==> src/rtl/axi_burst_master.sv <==
// axi_burst_master: single-outstanding AXI3 burst master.
// Turns one command (write or read, id, address, length) into a complete
// AW/W/B or AR/R transaction. Write beats are passed through from the source
// stream and read beats are passed through to the sink stream. A registered
// done pulse reports the final response and a protocol-error flag.
module axi_burst_master #(
    parameter int ID_W   = 4,
    parameter int DATA_W = 32
) (
    input  logic              aclk,
    input  logic              aresetn,
    // command port
    input  logic              cmd_valid,
    output logic              cmd_ready,
    input  logic              cmd_write,
    input  logic [ID_W-1:0]   cmd_id,
    input  logic [31:0]       cmd_addr,
    input  logic [3:0]        cmd_len,
    // write-data source
    input  logic [DATA_W-1:0] wr_data,
    input  logic              wr_valid,
    output logic              wr_ready,
    // read-data sink
    output logic [DATA_W-1:0] rd_data,
    output logic              rd_valid,
    input  logic              rd_ready,
    output logic              rd_last,
    // completion
    output logic              done,
    output logic [1:0]        done_resp,
    output logic              done_err,
    // AW channel
    output logic [ID_W-1:0]   awid,
    output logic [31:0]       awaddr,
    output logic [3:0]        awlen,
    output logic [2:0]        awsize,
    output logic [1:0]        awburst,
    output logic [1:0]        awlock,
    output logic [3:0]        awcache,
    output logic [2:0]        awprot,
    output logic              awvalid,
    input  logic              awready,
    // W channel
    output logic [ID_W-1:0]   wid,
    output logic [DATA_W-1:0] wdata,
    output logic [3:0]        wstrb,
    output logic              wlast,
    output logic              wvalid,
    input  logic              wready,
    // B channel
    input  logic [ID_W-1:0]   bid,
    input  logic [1:0]        bresp,
    input  logic              bvalid,
    output logic              bready,
    // AR channel
    output logic [ID_W-1:0]   arid,
    output logic [31:0]       araddr,
    output logic [3:0]        arlen,
    output logic [2:0]        arsize,
    output logic [1:0]        arburst,
    output logic [1:0]        arlock,
    output logic [3:0]        arcache,
    output logic [1:0]        arprot,
    output logic              arvalid,
    input  logic              arready,
    // R channel
    input  logic [ID_W-1:0]   rid,
    input  logic [DATA_W-1:0] rdata,
    input  logic [1:0]        rresp,
    input  logic              rlast,
    input  logic              rvalid,
    output logic              rready
);

    // state | meaning
    // IDLE  | waiting for a command, cmd_ready high
    // AW    | write address presented, waiting for awready
    // WD    | streaming write beats from the source
    // BR    | waiting for the write response
    // AR    | read address presented, waiting for arready
    // RD    | streaming read beats to the sink
    typedef enum logic [2:0] {
        S_IDLE,
        S_AW,
        S_WD,
        S_BR,
        S_AR,
        S_RD
    } state_t;

    state_t          state;
    state_t          state_nxt;

    logic [ID_W-1:0] id_q;
    logic [31:0]     addr_q;
    logic [3:0]      len_q;
    logic [3:0]      beat_q;
    logic [1:0]      resp_acc;
    logic            err_acc;

    logic            beat_final;
    logic            w_hs;
    logic            r_hs;
    logic [1:0]      resp_max;
    logic            r_beat_err;

    assign beat_final = (beat_q == len_q);
    assign w_hs       = (state == S_WD) && wr_valid && wready;
    assign r_hs       = (state == S_RD) && rvalid && rd_ready;
    assign resp_max   = (rresp > resp_acc) ? rresp : resp_acc;
    // rlast must coincide exactly with the final beat, and every beat must carry our id
    assign r_beat_err = (rid != id_q) || (rlast != beat_final);

    // address/control fields come straight from the latched command
    assign awid    = id_q;
    assign awaddr  = addr_q;
    assign awlen   = len_q;
    assign awsize  = 3'b010;
    assign awburst = 2'b01;
    assign awlock  = 2'b00;
    assign awcache = 4'h0;
    assign awprot  = 3'b000;
    assign wid     = id_q;
    assign wdata   = wr_data;
    assign wstrb   = 4'hF;
    assign arid    = id_q;
    assign araddr  = addr_q;
    assign arlen   = len_q;
    assign arsize  = 3'b010;
    assign arburst = 2'b01;
    assign arlock  = 2'b00;
    assign arcache = 4'h0;
    assign arprot  = 2'b00;
    assign rd_data = rdata;

    // state register; reset aborts any transaction in flight
    always_ff @(posedge aclk or negedge aresetn) begin
        if (!aresetn) begin
            state <= S_IDLE;
        end else begin
            state <= state_nxt;
        end
    end

    // next state and per-state handshake outputs
    always_comb begin
        state_nxt = state;
        cmd_ready = 1'b0;
        awvalid   = 1'b0;
        arvalid   = 1'b0;
        wvalid    = 1'b0;
        wr_ready  = 1'b0;
        wlast     = 1'b0;
        bready    = 1'b0;
        rready    = 1'b0;
        rd_valid  = 1'b0;
        rd_last   = 1'b0;
        case (state)
            S_IDLE: begin
                // reset sits in IDLE, so gate the ready with reset itself
                cmd_ready = aresetn;
                if (cmd_valid && cmd_ready) begin
                    state_nxt = cmd_write ? S_AW : S_AR;
                end
            end
            S_AW: begin
                awvalid = 1'b1;
                if (awready) begin
                    state_nxt = S_WD;
                end
            end
            S_WD: begin
                wvalid   = wr_valid;
                wr_ready = wready;
                wlast    = beat_final;
                if (w_hs && beat_final) begin
                    state_nxt = S_BR;
                end
            end
            S_BR: begin
                bready = 1'b1;
                if (bvalid) begin
                    state_nxt = S_IDLE;
                end
            end
            S_AR: begin
                arvalid = 1'b1;
                if (arready) begin
                    state_nxt = S_RD;
                end
            end
            S_RD: begin
                rready   = rd_ready;
                rd_valid = rvalid;
                rd_last  = beat_final;
                if (r_hs && beat_final) begin
                    state_nxt = S_IDLE;
                end
            end
            default: begin
                state_nxt = S_IDLE;
            end
        endcase
    end

    // command latch, beat counter, response accumulation and done reporting
    always_ff @(posedge aclk or negedge aresetn) begin
        if (!aresetn) begin
            id_q      <= '0;
            addr_q    <= '0;
            len_q     <= '0;
            beat_q    <= '0;
            resp_acc  <= '0;
            err_acc   <= 1'b0;
            done      <= 1'b0;
            done_resp <= '0;
            done_err  <= 1'b0;
        end else begin
            done <= 1'b0;
            case (state)
                S_IDLE: begin
                    if (cmd_valid) begin
                        id_q     <= cmd_id;
                        addr_q   <= cmd_addr & 32'hFFFF_FFFC;
                        len_q    <= cmd_len;
                        beat_q   <= '0;
                        resp_acc <= '0;
                        err_acc  <= 1'b0;
                    end
                end
                S_WD: begin
                    if (w_hs) begin
                        beat_q <= beat_q + 4'd1;
                    end
                end
                S_BR: begin
                    if (bvalid) begin
                        done      <= 1'b1;
                        done_resp <= bresp;
                        done_err  <= (bid != id_q);
                    end
                end
                S_RD: begin
                    if (r_hs) begin
                        beat_q   <= beat_q + 4'd1;
                        resp_acc <= resp_max;
                        err_acc  <= err_acc | r_beat_err;
                        if (beat_final) begin
                            done      <= 1'b1;
                            done_resp <= resp_max;
                            done_err  <= err_acc | r_beat_err;
                        end
                    end
                end
                default: ;
            endcase
        end
    end

endmodule

==> config.mk <==
export PLATFORM = sky130hd
export DESIGN_NAME = axi_burst_master
export DESIGN_NICKNAME = d
export VERILOG_FILES = /design/src/rtl/axi_burst_master.sv
export SDC_FILE = /design/constraint.sdc
export NUM_CORES = 1
export LEC_CHECK = 0
export ABC_CLOCK_PERIOD_IN_PS = 3150
export CORE_AREA = 4 4 123 125
export CTS_BUF_LIST = sky130_fd_sc_hd__clkbuf_8
export CTS_CLUSTER_DIAMETER = 150
export CTS_CLUSTER_SIZE = 8
export DETAILED_ROUTE_END_ITERATION = 8
export DIE_AREA = 0 0 127 129
export PLACE_DENSITY = 0.68
export SLEW_MARGIN = 40
export SYNTH_ARGS = -nofsm -noshare
export SYNTH_HDL_FRONTEND = slang
export SYNTH_SLANG_ARGS = --single-unit
==> constraint.sdc <==
create_clock -name aclk -period 3.15 [get_ports aclk]
set_input_delay 0.315 -clock aclk [delete_from_list [all_inputs] [get_ports aclk]]
set_output_delay 0.315 -clock aclk [all_outputs]
set_load 0.01 [all_outputs]
run_1/wire_density.png
(3 px per µm) 25 x 26 tiles, from dark purple (low) to yellow (high), scaled to the fullest tile. Values are wire area over tile area, all layers added.
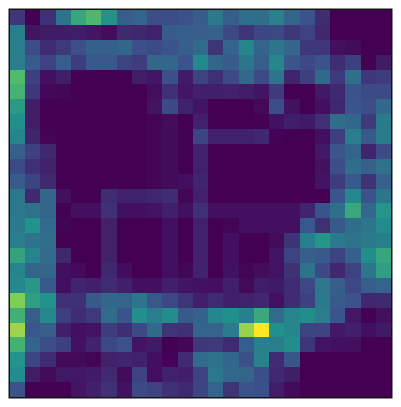
tiles over half the peak: 3.5%
nearly empty tiles: 27%
emptiest ninth of the die: centre
mean over tiles: 0.098
wire per inst: 14.6 µm
WL final: 9440 µm
via count: 2,654
Total GRT Usage: 11.0%

run_1/cell_classes.png
(4 px per µm)
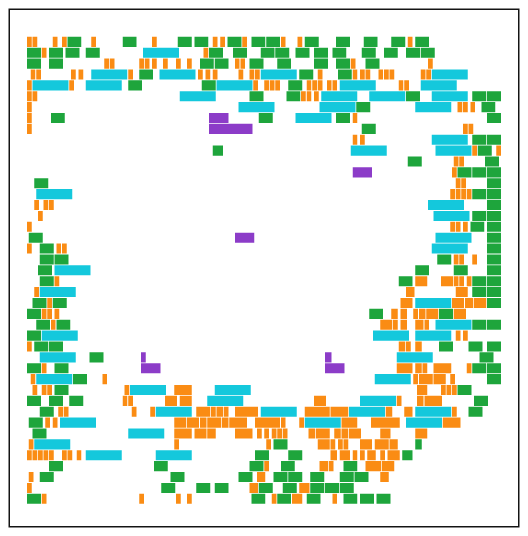
[all other logic] orange | cells: 251
[other buffers and delay cells] green | cells: 157
[clock drivers and dummy loads] purple | cells: 8
[flip-flops] cyan | cells: 52

run_1/met3.png
(3 px per µm) Cells faint in the background.
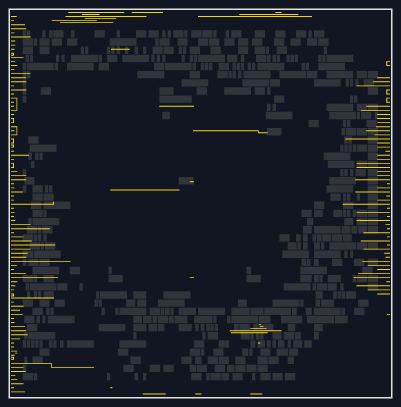
main direction: horizontal
share of all routed wire: 9.7%
met3 usage: 4.44%

==> results.py, run 1 <==
# Flow results
metrics = {
    "placement": {
        "pre_cts_ws_ns": 0.927,
        "numPortBuffers": 155,
        "dpl.hpwl_um": 7370,
    },
    "route": {
        "avgViaCountPerCell": 4.10,
        "drt-initial-drc-count": 89,
        "postRouteAntennaNets": 0,
        "drc": 0,
    },
    "synth": {
        "yosys_warnings": 0,
        "edf_count": 0,
        "ys_seq_share_pct": 36.0,
        "ys_types": 42,
        "ys_sh_xor_pct": 3.40,
        "synth.logic.top_family": "buffers and inverters",
        "mux_share_pct": 1.18,
        "ys_ff": 52,
        "aoi_share_pct": 5.82,
        "synthAdderAreaFrac_pct": 1.39,
        "top_area_share_pct": 36.0,
        "yosysTopAreaCell": "dfrtp_1",
        "synth_top_flop_cell": "dfrtp_1",
        "synthCells": 423,
        "ys_cells": 423,
        "ys_sh_simple_pct": 19.7,
        "synth.yosys.chip_area_um2": 3610,
        "synth_area_per_cell_um2": 8.53,
        "synthArstFlopShare_pct": 100,
        "area_leaders": "dfrtp_1, buf_4, nand2_1",
    },
    "sta": {
        "relSlewSlack_pct": 54.6,
        "post-route-period-util_pct": 78.1,
        "hold_violations": 0,
        "fin_skew_ns": 0.00897,
        "fin_ws_ns": 0.689,
        "grt_setup_unrepaired": "false",
        "tightest_slew_ns": 0.681,
        "fmax_mhz": 406,
        "setup_viol": 0,
        "finalSetupTns_ns": 0,
    },
    "job": {
        "max_cap_violations": 0,
        "warnings": 29,
    },
    "floorplan": {
        "rows": 43,
        "die_h_um": 129,
        "pin_count": 321,
        "fp.dieArea_um2": 16400,
        "initCoreUtil_pct": 26.0,
        "die_w_um": 127,
        "coreArea_um2": 13900,
    },
    "cells_and_area": {
        "drive_gt1_share_pct": 6.62,
        "syn_to_final_growth_pct": 24.5,
        "fill_cells": 1416,
        "layout_top_cell": "clkdlybuf4s50_1",
        "nets": 599,
        "diodes": 0,
        "layout_top_cells": "clkdlybuf4s50_1, nand2_1, dfrtp_1, conb_1, nor2_1",
    },
    "critical_path": {
        "rr_worst_depth": 5,
        "crit_start": "state[1]",
        "endpoint_kind": "output port",
        "timing.critical_path.from_type": "flip-flop",
        "r2r_slack_ns": 1.18,
        "cp_data_arrival_time_ns": 2.15,
        "worstSetupPathType": "flip-flop to output port",
        "timing.rr.start": "state[1]",
        "crit_path_max_fanout": 11,
        "reg2reg_to": "err_acc",
        "cp-endpoint": "rd_valid",
    },
    "power_and_ir_drop": {
        "p_leak_nw": 2.04,
        "max-vdd-ir-drop_uv": 302,
        "power.density_nw_per_um2": 900,
    },
    "clock_network": {
        "numCtsBuffers": 5,
        "clock_path_buffers": 2,
        "cts_hold_buf": 0,
        "cts.repair.resized": 0,
        "cts_tree": "built",
        "clkLatencyLatePin_ns": 0.32,
        "cts_root_buffer": "clkbuf_8",
        "cts_sinks": 52,
        "clkTransAtPathRegs_ns": 0.09,
        "cts_htree_levels": 2,
    },
    "global_route": {
        "grt_pass1_vias": 2634,
        "grt_first_pass_wirelength_um": 14200,
        "grt_antenna_before_repair": 0,
    },
    "outcome": {
        "status": "finished, final reports clean",
    },
    "worst_hold_path": {
        "hold_path.class": "input pin to async pin",
    },
}
## run 1: synth_stat cells, types with 2 or more instances
cell,number
buf_4,141
nand2_1,122
dfrtp_1,52
nor2_1,14
xnor2_1,13
inv_1,7
a21oi_1,5
and2_1,5
o21ai_0,5
buf_2,4
buf_6,4
clkbuf_1,4
ha_1,4
nand3_1,3
nor3_1,3
o22ai_1,3
a211o_2,2
and2_2,2
and3b_1,2
conb_1,2
mux2_2,2
mux2i_1,2
nand4_1,2
nor3b_2,2
## run 1: area by class of cell
class / count / area (µm²) / share of cell area [%]
timing repair buffer: 157 / 1560 / 34.7
sequential: 52 / 1300 / 29.0
multi-input combinational: 244 / 1270 / 28.3
tap: 180 / 225 / 5.01
clock buffer: 5 / 68.8 / 1.53
clock inverter: 3 / 38.8 / 0.863
inverter: 7 / 26.3 / 0.585
## run 1: per-layer routing
layer	wire, µm	vias to the layer above	global-route usage [%]	share of wire, %
met3	915	34	4.44	9.7
li1	-	1234	-	-
met2	4380	155	17.1	46
met4	403	0	6.44	4.3
met5	0	-	0	0
met1	3730	1231	12.9	40
## run 1: flip-flops by register name, indices dropped and copies added (netlist names)
| name | count |
|---|---|
| arid | 4 |
| done_resp | 2 |
| araddr | 30 |
| state | 3 |
| arlen | 4 |
| done_err | 1 |
| done | 1 |
| beat_q | 4 |
| err_acc | 1 |
| resp_acc | 2 |
## run 1: through the flow
step	hold slack (ns)	cell area, µm²	cells	power, mW
5_1_grt	0.193	4490	648	4.35
6_report	0.149	4490	648	4.04
3_5_place_dp	0.494	4390	640	3.63
4_1_cts	0.152	4490	648	4.12
2_1_floorplan	0.0194	3730	456	2.74
3_3_place_gp	0.485	4390	640	3.58
## run 1: critical path: stages (launching register included)
cell and delay [ns]:
dfrtp_1 0.50, and3b_1 0.57, and2_2 0.23, clkdlybuf4s50_1 0.54
## run 1: worst min-delay path by stage
| stage | slack, ns | startpoint | endpoint | depth (start not counted) |
|---|---|---|---|---|
| finish | 0.15 | aresetn | resp_acc[1] | 2 |
| CTS | 0.15 | aresetn | beat_q[0] | 2 |
| floorplan | 0.02 | aresetn | araddr[10] | 0 |
| global placement | 0.48 | araddr[19] | araddr[19] | 2 |
| detailed placement | 0.49 | araddr[8] | araddr[8] | 2 |
| global route | 0.19 | aresetn | beat_q[0] | 2 |
## run 1: power breakdown
part | switching, mW | leakage (nW) | internal, mW
clock network | 0.226 | 0.0593 | 0.233
logic | 1.03 | 1.32 | 1.28
registers | 0.322 | 0.657 | 0.957
## run 1: cell families (layout without fill, tap and decap cells)
family,count (synthesis),in the layout
other,2,35
buffers and inverters,160,172
AND/OR/NAND/NOR,162,162
multiplexers,4,4
adder cells (fa/ha/maj),4,4
AND-OR/OR-AND,25,25
flip-flops,52,52
XOR/XNOR,14,14
run_1/final_clocks.png
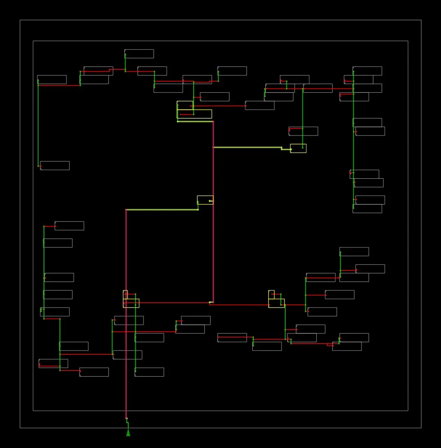

==> run 2: changes to the inputs <==
Settings changed: ABC_CLOCK_PERIOD_IN_PS 3150 to 2200, CORE_AREA 4 4 123 125 to 4 4 124 126, DIE_AREA 0 0 127 129 to 0 0 128 130, PLACE_DENSITY 0.68 to 0.7.
Clock period 3.15 ns to 2.2 ns, I/O delays scaled along.
run_2/final_clocks.png
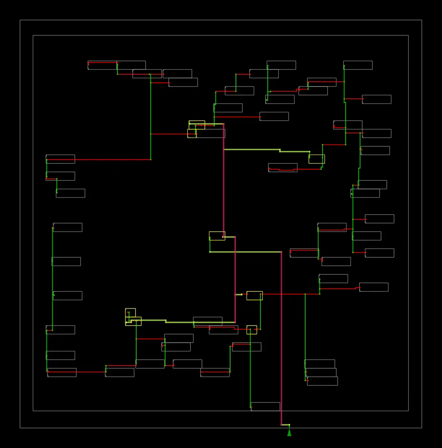
skew final: 0.0153 ns
total clock sinks: 52
CTS buffer count: 5
CLK BUF: 5

run_2/drive_strength.png
(2 px per µm)
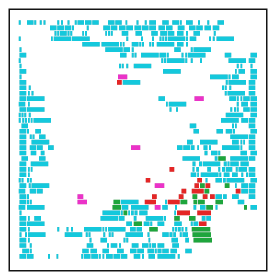
[drive 1 or less] cyan | cells: 432 | share: 90% | most used: clkdlybuf4s50_1
[drive 2] green | cells: 21 | share: 4.4%
[drive 3 to 4] red | cells: 18 | share: 3.8% | most used: buf_4
[drive 6 and up] magenta | cells: 7 | share: 1.5% | most used: clkbuf_8
post-route cell area: 4580 µm²
area grow syn2layout: 26.9%
final worst setup slack: 0.116 ns
count of plain and timing-repair buffers: 167

==> results.py, run 2 <==
# Flow results
metrics = {
    "clock_network": {
        "cts_htree_levels": 2,
        "clock_path_buffers": 2,
        "cts_root_buffer": "clkbuf_8",
        "clkLatencyLatePin_ns": 0.33,
        "clkTransAtPathRegs_ns": 0.12,
        "cts_tree": "built",
    },
    "cells_and_area": {
        "logic_area_um2": 1290,
        "drive_gt1_share_pct": 9.62,
        "fill_cells": 1512,
        "layout_top_cells": "clkdlybuf4s50_1, nand2_1, dfrtp_1, conb_1, nor2_1",
        "diodes": 0,
        "layout_top_cell": "clkdlybuf4s50_1",
        "nets": 609,
        "largest_reg_flops": 30,
        "stdcell_count": 662,
        "register_area_um2": 1310,
        "final_util_pct": 32.0,
    },
    "worst_hold_path": {
        "hp-start": "cmd_addr[16]",
        "hold_path.class": "input pin to flip-flop",
    },
    "power_and_ir_drop": {
        "p_leak_nw": 2.07,
        "max-vdd-ir-drop_uv": 424,
        "power.density_nw_per_um2": 1280,
        "p_total_mw": 5.84,
    },
    "synth": {
        "synthCells": 423,
        "synth.yosys.chip_area_um2": 3610,
        "area_leaders": "dfrtp_1, buf_4, nand2_1",
        "top_area_share_pct": 36.0,
        "ys_cells": 423,
        "synth_top_cell_by_count": "buf_4",
        "ys_seq_share_pct": 36.0,
        "yosys_warnings": 0,
        "ys_top_cells_by_count": "buf_4, nand2_1, dfrtp_1",
        "ys_types": 42,
        "ys_ff": 52,
        "synth_area_per_cell_um2": 8.53,
        "edf_count": 0,
        "yosysTopAreaCell": "dfrtp_1",
        "synthArstFlopShare_pct": 100,
        "synth_top_flop_cell": "dfrtp_1",
    },
    "critical_path": {
        "slowest_delay_ns": 0.54,
        "endpoint_kind": "output port",
        "worstSetupPathType": "flip-flop to output port",
        "timing.rr.start": "state[1]",
        "worst-path-buf-inv": 1,
        "path_cells": "nor3b_4 -> and2_1 -> clkdlybuf4s50_1",
        "cp_slowest_cell": "clkdlybuf4s50_1",
        "crit_required_ns": 1.98,
        "crit_family": "buffers and inverters",
        "timing.critical_path.from_type": "flip-flop",
        "cp_data_arrival_time_ns": 1.86,
        "crit_path_max_fanout": 11,
        "crit_start": "state[1]",
    },
    "sta": {
        "min_period_ns": 2.08,
        "fmax_mhz": 480,
        "grt_setup_unrepaired": "false",
        "setup_viol": 0,
        "post-route-period-util_pct": 94.7,
        "hold_violations": 0,
        "finalSetupTns_ns": 0,
    },
    "route": {
        "num_vias": 2667,
        "avgViaCountPerCell": 4.03,
        "firstDrtPassIters": 4,
        "drc": 0,
        "met2WireLength_um": 4420,
        "routed.top_layer": "met4",
        "postRouteAntennaNets": 0,
        "met1_length_um": 4160,
        "drt-initial-drc-count": 99,
        "drt-wirelength-per-cell_um": 14.9,
        "wl_met3_um": 910,
        "routed_wl_um": 9870,
    },
    "job": {
        "warnings": 29,
        "max_cap_violations": 0,
    },
    "global_route": {
        "grt_pass1_vias": 2536,
        "gr-total-overflow": 0,
        "grt_util_all_layers_pct": 11.2,
        "grt_first_pass_wirelength_um": 14300,
        "grt_antenna_before_repair": 0,
    },
    "floorplan": {
        "fp.dieArea_um2": 16600,
        "rows": 44,
        "pin_count": 321,
        "die_w_um": 128,
        "die_h_um": 130,
        "coreArea_um2": 14300,
        "initCoreUtil_pct": 25.2,
    },
    "outcome": {
        "status": "finished, final reports clean",
    },
    "placement": {
        "dp_cells": 650,
        "pre_cts_ws_ns": 0.0885,
        "dpl.hpwl_um": 7750,
        "numPortBuffers": 155,
    },
}
run 2: cell counts after synthesis:
Identical to the previous run, type by type.
run 2: layout make-up:
| class | instances | share of cell area (%) |
|---|---|---|
| Multi-Input combinational cell | 244 | 28.1 |
| Inverter | 7 | 0.574 |
| Timing Repair Buffer | 167 | 35.8 |
| Sequential cell | 52 | 28.5 |
| Tap cell | 184 | 5.03 |
| Clock inverter | 3 | 0.546 |
| Clock buffer | 5 | 1.50 |
run 2: timing repair:
action                                 CTS  global route
endpoints found under the hold margin   52             0
setup endpoints to repair                6             5
cloned                                   0             0
setup buffers                            1             2
gates resized                            5             3
hold buffers                             1             0
run 2: path summary, 6_finish.rpt:
check                      depth (start not counted)            to  slack (ns)
setup / recovery                                   3      wr_ready        0.12
hold / removal                                     3    araddr[16]        0.40
setup reg to reg                                   5  done_resp[0]        0.43
hold reg to reg                                    1     beat_q[3]        0.51
max in group asynchronous                          3       arid[1]        1.41
min in group asynchronous                          3       arid[3]        0.45
run 2: tightest hold or removal path, stage by stage:
cell             delay (ns)
clkdlybuf4s50_1        0.39
nand2_1                0.06
nand2_1                0.04
run 2: through the flow:
stage          instance area (µm²)  hold WS (ns)
6_report                      4580         0.401
4_1_cts                       4550         0.367
2_1_floorplan                 3730       -0.0756
3_5_place_dp                  4440         0.278
5_1_grt                       4580         0.372
3_3_place_gp                  4440         0.269
run 2: logic make-up after synthesis:
family,after synthesis,synth area share (%)
fa+ha+maj,4,1.39
other cells,2,0.208
xor+xnor,14,3.40
buf+inv,160,32.3
flops,52,36.0
compound gates,25,5.82
simple gates,162,19.7
mux,4,1.18
run 2: routing by layer:
| metal | global-route usage [%] | vias to the layer above |
|---|---|---|
| met1 | 13.9 | 1222 |
| met4 | 5.99 | 0 |
| li1 | - | 1256 |
| met2 | 16.8 | 149 |
| met5 | 0 | - |
| met3 | 4.18 | 40 |
run 2: report_power, final:
group / leakage, nW / switching [mW] / internal, mW
Sequential: 0.654 / 0.484 / 1.37
Clock: 0.0452 / 0.376 / 0.233
Combinational: 1.38 / 1.48 / 1.90
Total: 2.07 / 2.34 / 3.50
==> run 3: changes to the inputs <==
Settings changed: HOLD_SLACK_MARGIN from default to 0.1.
run_3/final_clocks.png
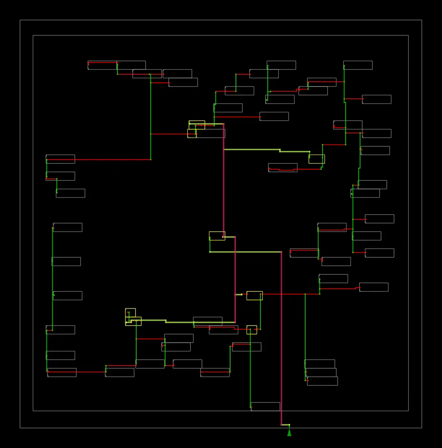
Clk power: 609 µW
Flop Count: 52
clk_lat worst skew: 0.33 ns

run_3/cell_classes.png
(4 px per µm)
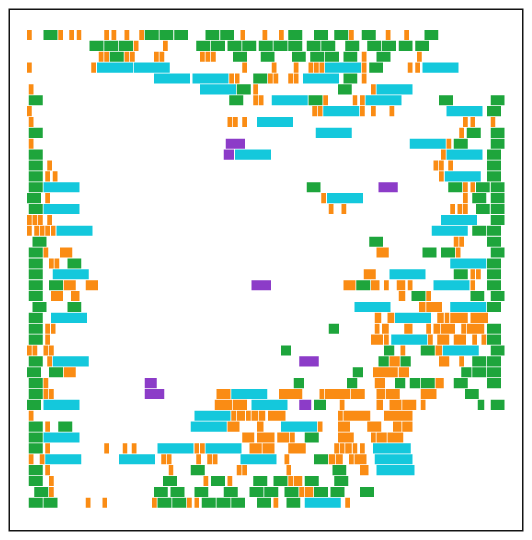
Seq area share: 28.5%
Core Region: 14,300 µm²
fin util: 32.0%

==> results.py, run 3 <==
# Flow results
metrics = {
    "outcome": {
        "status": "finished, final reports clean",
    },
    "floorplan": {
        "rows": 44,
        "die_h_um": 130,
        "die_w_um": 128,
        "initCoreUtil_pct": 25.2,
        "pin_count": 321,
    },
    "route": {
        "met1_length_um": 4160,
        "routed_wl_um": 9870,
        "wl_met3_um": 910,
        "postRouteAntennaNets": 0,
        "routed.top_layer": "met4",
        "firstDrtPassIters": 4,
        "drc": 0,
        "avgViaCountPerCell": 4.03,
        "drt-wirelength-per-cell_um": 14.9,
    },
    "power_and_ir_drop": {
        "p_total_mw": 5.84,
        "p_leak_nw": 2.07,
        "p_comb_share_pct": 57.8,
        "power_switching_mw": 2.34,
        "seqPwrFrac_pct": 31.8,
        "clockPowerShare_pct": 10.4,
        "max-vdd-ir-drop_uv": 424,
        "power.density_nw_per_um2": 1280,
        "intPower_mw": 3.50,
        "sw_frac_of_total_pct": 40.0,
    },
    "cells_and_area": {
        "layout_top_cells": "clkdlybuf4s50_1, nand2_1, dfrtp_1, conb_1, nor2_1",
        "largest_reg_flops": 30,
        "drive_gt1_share_pct": 9.62,
        "layout_top_cell": "clkdlybuf4s50_1",
        "nets": 609,
        "diodes": 0,
        "syn_to_final_growth_pct": 26.9,
    },
    "synth": {
        "synth.yosys.chip_area_um2": 3610,
        "ys_top_cells_by_count": "buf_4, nand2_1, dfrtp_1",
        "synthArstFlopShare_pct": 100,
        "synth_top_cell_by_count": "buf_4",
        "ys_types": 42,
        "ys_seq_share_pct": 36.0,
        "ys_ff": 52,
        "edf_count": 0,
        "synth_area_per_cell_um2": 8.53,
        "yosys_warnings": 0,
        "top_area_share_pct": 36.0,
        "synth_top_flop_cell": "dfrtp_1",
        "ys_cells": 423,
        "synthCells": 423,
    },
    "clock_network": {
        "cts_sinks": 52,
        "cts_root_buffer": "clkbuf_8",
        "cts_htree_levels": 2,
        "numCtsBuffers": 5,
        "clock_path_buffers": 2,
    },
    "placement": {
        "numPortBuffers": 155,
        "dpl.hpwl_um": 7750,
    },
    "sta": {
        "hold_violations": 0,
        "fmax_mhz": 480,
        "finalSetupTns_ns": 0,
        "hold_ws_ns": 0.401,
        "min_period_ns": 2.08,
        "grt_setup_unrepaired": "false",
        "setup_viol": 0,
        "drv_slew": 0,
        "post-route-period-util_pct": 94.7,
        "fin_skew_ns": 0.0153,
    },
    "job": {
        "max_cap_violations": 0,
        "warnings": 29,
    },
    "global_route": {
        "grt_util_all_layers_pct": 11.2,
        "grt_first_pass_wirelength_um": 14300,
        "grt_pass1_vias": 2536,
        "grt_antenna_before_repair": 0,
        "grt_max_degree": 31,
    },
    "critical_path": {
        "cp_data_arrival_time_ns": 1.86,
        "crit_required_ns": 1.98,
        "crit_path_max_fanout": 11,
        "timing.critical_path.from_type": "flip-flop",
        "endpoint_kind": "output port",
    },
    "worst_hold_path": {
        "hold_path.class": "input pin to flip-flop",
    },
}
-- run 3: metrics by stage --
step	instances	instance area, µm²	worst slack [ns]
6_report	662	4580	0.116
2_1_floorplan	456	3730	0.579
5_1_grt	662	4580	0.0403
4_1_cts	660	4550	0.0408
3_3_place_gp	650	4440	0.118
3_5_place_dp	650	4440	0.0885
-- run 3: kinds of logic (layout without fill, tap and decap cells) --
logic type      Yosys count  count (layout)  synth area share, %
flops                    52              52                 36.0
fa+ha+maj                 4               4                 1.39
compound gates           25              25                 5.82
xor+xnor                 14              14                 3.40
mux                       4               4                 1.18
other cells               2              35                0.208
buf+inv                 160             182                 32.3
simple gates            162             162                 19.7
-- run 3: repair_timing --
item | in CTS | in global routing
hold buffers | 1 | 0
hold endpoints to repair | 52 | 0
setup buffers | 1 | 2
pin swaps | 0 | 0
endpoints found under the setup margin | 6 | 5
gates resized | 5 | 3
-- run 3: final cells by class --
cell class	instances	area, µm²
Sequential cell	52	1310
Tap cell	184	230
Timing Repair Buffer	167	1640
Clock buffer	5	68.8
Multi-Input combinational cell	244	1290
Fill cell	1512	9730
Clock inverter	3	25.0
Inverter	7	26.3
-- run 3: power by group through the flow --
stage	registers, mW	clock network (mW)	logic [mW]
detailed placement	1.88	0	3.36
global placement	1.87	0	3.32
CTS	1.87	0.667	3.40
finish	1.86	0.609	3.38
global route	1.94	0.686	3.66
floorplan	1.87	0	2.05
-- run 3: path summary, 6_finish.rpt --
| check | start | to | slack [ns] | cells after the start |
|---|---|---|---|---|
| min reg2reg | beat_q[3] | beat_q[3] | 0.51 | 1 |
| max in group asynchronous | aresetn | arid[1] | 1.41 | 3 |
| max | state[1] | wr_ready | 0.12 | 3 |
| min | cmd_addr[16] | araddr[16] | 0.40 | 3 |
| min in group asynchronous | aresetn | arid[3] | 0.45 | 3 |
| max reg2reg | state[1] | done_resp[0] | 0.43 | 5 |
-- run 3: layer usage --
metal  up-vias  global-route usage [%]
met3        40                    4.18
met2       149                    16.8
li1       1256                       -
met4         0                    5.99
met5         -                       0
met1      1222                    13.9
-- run 3: critical path, cell delays in order (launching register included) --
cell	delay, ns
dfrtp_2	0.50
nor3b_4	0.33
and2_1	0.17
clkdlybuf4s50_1	0.54
No activity file was given, so power comes from the tool's default toggle rates.
